<file path="src/rtl/mux_pkg.sv">
// Shared types for the arbitrated N-channel selector.
package mux_pkg;

  typedef enum logic {MODO_FIXO = 1'b0, MODO_RR = 1'b1} modo_t;
  typedef enum logic {VAZIO = 1'b0, CHEIO = 1'b1} estado_t;

  // Next channel index modulo n; n need not be a power of two.
  function automatic int prox_idx(input int idx, input int n);
    return (idx + 1 >= n) ? 0 : idx + 1;
  endfunction

endpackage

</file>
<file path="src/rtl/mux_arbitrado_rr_arbitro.sv">
// Combinational round-robin search: starts after ponteiro, ponteiro itself is tried last.
module arbitro_rr
  import mux_pkg::*;
#(
  parameter  int N_CANAIS = 8,
  localparam int SEL_W    = $clog2(N_CANAIS)
) (
  input  logic [N_CANAIS-1:0] req,
  input  logic [SEL_W-1:0]    ponteiro,
  input  logic                habilita,
  output logic                grant_valido,
  output logic [SEL_W-1:0]    grant_idx
);

  always_comb begin
    int idx;
    grant_valido = 1'b0;
    grant_idx    = '0;
    idx          = int'(ponteiro);
    for (int k = 0; k < N_CANAIS; k++) begin
      idx = prox_idx(idx, N_CANAIS);
      if (habilita && !grant_valido && req[idx]) begin
        grant_valido = 1'b1;
        grant_idx    = SEL_W'(idx);
      end
    end
  end

endmodule

</file>
<file path="src/rtl/mux_arbitrado_rr.sv">
// N-channel W-bit selector with valid/ready handshake, fixed or round-robin grant,
// and a single registered output stage.
module mux_arbitrado_rr
  import mux_pkg::*;
#(
  parameter  int N_CANAIS = 8,
  parameter  int LARGURA  = 8,
  localparam int SEL_W    = $clog2(N_CANAIS)
) (
  input  logic                              clk,
  input  logic                              rst_n,
  input  modo_t                             modo,
  input  logic [SEL_W-1:0]                  seletor,
  input  logic [N_CANAIS-1:0][LARGURA-1:0]  entrada_dados,
  input  logic [N_CANAIS-1:0]               entrada_valida,
  output logic [N_CANAIS-1:0]               entrada_pronta,
  output logic [LARGURA-1:0]                saida_dados,
  output logic                              saida_valida,
  input  logic                              saida_pronta,
  output logic [SEL_W-1:0]                  saida_canal
);

  estado_t          estado, estado_prox;
  logic [SEL_W-1:0] ponteiro;
  logic             carrega;
  logic             fixo_valido;
  logic             rr_valido;
  logic [SEL_W-1:0] rr_idx;
  logic             grant_valido;
  logic [SEL_W-1:0] grant_idx;

  // Output register can take a word when empty or when it is being drained.
  assign carrega = (estado == VAZIO) || saida_pronta;

  // Decoding against every legal index keeps out-of-range seletor values grant-free.
  always_comb begin
    fixo_valido = 1'b0;
    for (int i = 0; i < N_CANAIS; i++)
      if (seletor == SEL_W'(i) && entrada_valida[i]) fixo_valido = carrega;
  end

  arbitro_rr #(.N_CANAIS(N_CANAIS)) u_arbitro (
    .req          (entrada_valida),
    .ponteiro     (ponteiro),
    .habilita     (carrega && (modo == MODO_RR)),
    .grant_valido (rr_valido),
    .grant_idx    (rr_idx)
  );

  always_comb begin
    grant_valido = 1'b0;
    grant_idx    = '0;
    if (modo == MODO_RR) begin
      grant_valido = rr_valido;
      grant_idx    = rr_idx;
    end else begin
      grant_valido = fixo_valido;
      grant_idx    = seletor;
    end
  end

  // Ready is masked during reset so producers never see a handshake that will not land.
  always_comb begin
    entrada_pronta = '0;
    for (int i = 0; i < N_CANAIS; i++)
      entrada_pronta[i] = rst_n && grant_valido && (grant_idx == SEL_W'(i));
  end

  always_ff @(posedge clk or negedge rst_n) begin
    if (!rst_n) estado <= VAZIO;
    else        estado <= estado_prox;
  end

  always_comb begin
    estado_prox  = estado;
    saida_valida = (estado == CHEIO);
    case (estado)
      VAZIO:   if (grant_valido) estado_prox = CHEIO;
      CHEIO:   if (saida_pronta && !grant_valido) estado_prox = VAZIO;
      default: estado_prox = VAZIO;
    endcase
  end

  always_ff @(posedge clk or negedge rst_n) begin
    if (!rst_n) begin
      saida_dados <= '0;
      saida_canal <= '0;
      ponteiro    <= SEL_W'(N_CANAIS - 1);
    end else if (grant_valido) begin
      saida_dados <= entrada_dados[grant_idx];
      saida_canal <= grant_idx;
      ponteiro    <= grant_idx;
    end
  end

endmodule

</file>
<file path="config.mk">
export PLATFORM = sky130hd
export DESIGN_NAME = mux_arbitrado_rr
export DESIGN_NICKNAME = d
export VERILOG_FILES = /design/src/rtl/mux_pkg.sv /design/src/rtl/mux_arbitrado_rr_arbitro.sv /design/src/rtl/mux_arbitrado_rr.sv
export SDC_FILE = /design/constraint.sdc
export NUM_CORES = 1
export LEC_CHECK = 0
export ABC_AREA = 1
export ABC_CLOCK_PERIOD_IN_PS = 12000
export CORE_MARGIN = 2
export CORE_UTILIZATION = 30
export CTS_BUF_LIST = sky130_fd_sc_hd__clkbuf_8
export DETAILED_ROUTE_END_ITERATION = 7
export PLACE_DENSITY_LB_ADDON = 0.25
export SLEW_MARGIN = 20
export SYNTH_ARGS = -nofsm -noshare
export SYNTH_HDL_FRONTEND = slang
export SYNTH_SLANG_ARGS = --single-unit
</file>
<file path="constraint.sdc">
create_clock -name clk -period 12 [get_ports clk]
set_input_delay 2.4 -clock clk [delete_from_list [all_inputs] [get_ports clk]]
set_output_delay 2.4 -clock clk [all_outputs]
set_load 0.01 [all_outputs]
</file>
==> flow_summary.toml, run 1 <==
# synthesis and place-and-route metrics
[cells_and_area]
most-common-layout-cells = "nand2_1, clkdlybuf4s50_1, nand3_1"
diodes = 0
buffers_excl_clock = 99
clockBufferCount = 3
reg_top3 = "saida_dados: 8 flops, ponteiro: 3 flops, saida_canal: 3 flops"
lay_top_count = "nand2_1"
area_growth_pct = 40.93
buf_share_pct = 27.41
dominant_cells = "logic gates"

[grt]
grt_pass1_wl_um = 13270
grt_usage_pct = 17.97

[clocking]
cts_setup_buffers = 0
clk_pin_slew_ps = 60
htreeDepth = 1

[synthesis]
ys_seq_share_pct = 14.82
ys.flop_type = "dfrtp_1"
ys_sh_aoi_pct = 10.56

[placement]
dpl.hpwl_um = 6864
dp_cells = 647

[worst_hold_path]
min_from = "saida_canal[0]"

[critical_path]
cp-startpoint = "modo"
worstRegToRegCells = 24
crit_arrival_ps = 6620
r2r_start = "ponteiro[0]"
slowest_stage = "a21oi_1"

[timing]
tightest_slew_ps = 852.0
min_period_ps = 9020
fin_setup_tns_ps = 0

[routing]
detail-route-antenna-nets = 0
detail_route.drc_violations = 0
top_layer = "met4"

[run_status]
status = "finished clean"

[job]
warnings = 32
Fig. 1: run 1, metal 1
The bar under the picture is 20 um long.
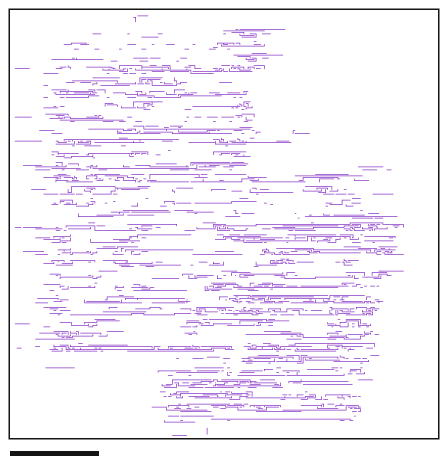
wire length on this layer: 3,610 um
share of all routed wire: 43%
main direction: horizontal
Routed WL: 8373 um
vias: 3,175
M1 GR Usage: 22.72%

Fig. 2: run 1, the metal 2 layer
The bar under the picture is 20 um long.
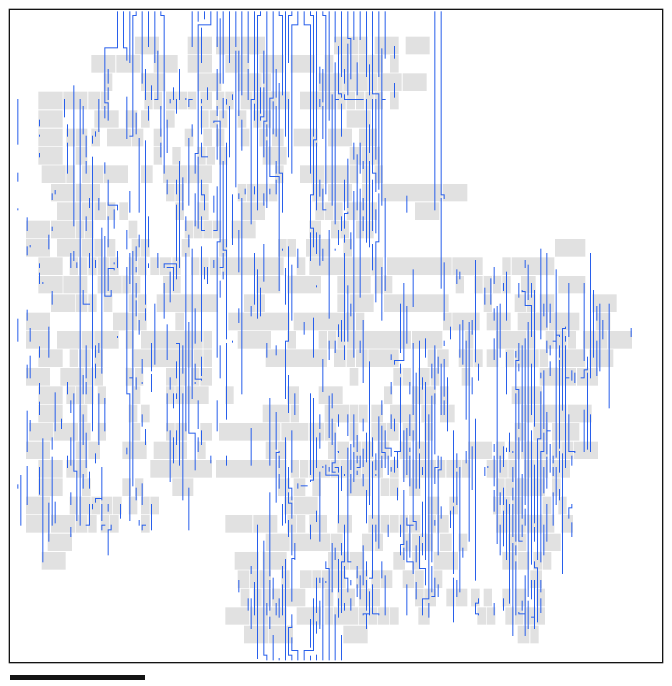
nets with wire on the layer: 482
main direction: vertical
longest straight run: 62.9 um

Fig. 3: run 1, met3 routing
The bar under the picture is 20 um long.
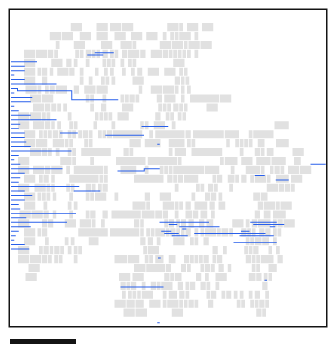
longest straight run: 21.4 um
nets with wire on the layer: 67
share of all routed wire: 5.5%
wire length on this layer: 460 um
main direction: horizontal
met3 usage: 3.602%

## Run 2: what changed since run 1
--- a/config.mk
+++ b/config.mk
@@ -6,7 +6,7 @@
 export NUM_CORES = 1
 export LEC_CHECK = 0
 export ABC_AREA = 1
-export ABC_CLOCK_PERIOD_IN_PS = 12000
+export ABC_CLOCK_PERIOD_IN_PS = 8200
 export CORE_MARGIN = 2
 export CORE_UTILIZATION = 30
 export CTS_BUF_LIST = sky130_fd_sc_hd__clkbuf_8
==> constraint.sdc (replaced) <==
create_clock -name clk -period 8.2 [get_ports clk]
set_input_delay 1.64 -clock clk [delete_from_list [all_inputs] [get_ports clk]]
set_output_delay 1.64 -clock clk [all_outputs]
set_load 0.01 [all_outputs]
Fig. 4: run 2, metal 1
The bar under the picture is 20 um long.
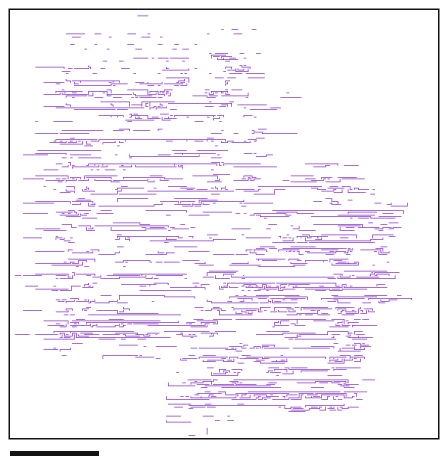
nets with wire on the layer: 548
longest straight run: 29.4 um
main direction: horizontal
share of all routed wire: 41%

Fig. 5: run 2, the metal 2 layer
The bar under the picture is 20 um long.
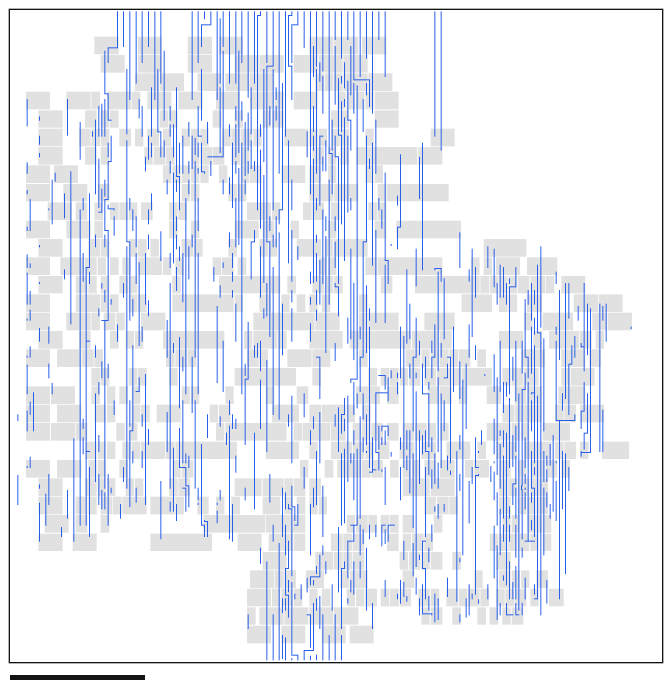
wire length on this layer: 4,300 um
longest straight run: 46.6 um
main direction: vertical
Routed WL: 8431 um
vias: 3,160

==> flow_summary.toml, run 2 <==
# synthesis and place-and-route metrics
[run_status]
status = "finished clean"

[placement]
dp_cells = 648

[synthesis]
ys.flop_type = "dfrtp_1"
ys_seq_share_pct = 14.82

[critical_path]
r2r_start = "ponteiro[0]"
crit_arrival_ps = 5540
worstRegToRegCells = 27
cp-startpoint = "modo"

[cells_and_area]
reg_top3 = "saida_dados: 8 flops, ponteiro: 3 flops, saida_canal: 3 flops"
lay_top_count = "nand2_1"
buffers_excl_clock = 100
most-common-layout-cells = "nand2_1, clkdlybuf4s50_1, nand3_1"

[timing]
tightest_slew_ps = 1119
fin_setup_tns_ps = 0

[clocking]
cts_setup_buffers = 0

[grt]
met1_usage_pct = 22.55
met3_usage_pct = 3.132
grt_usage_pct = 18.09

[routing]
top_layer = "met4"
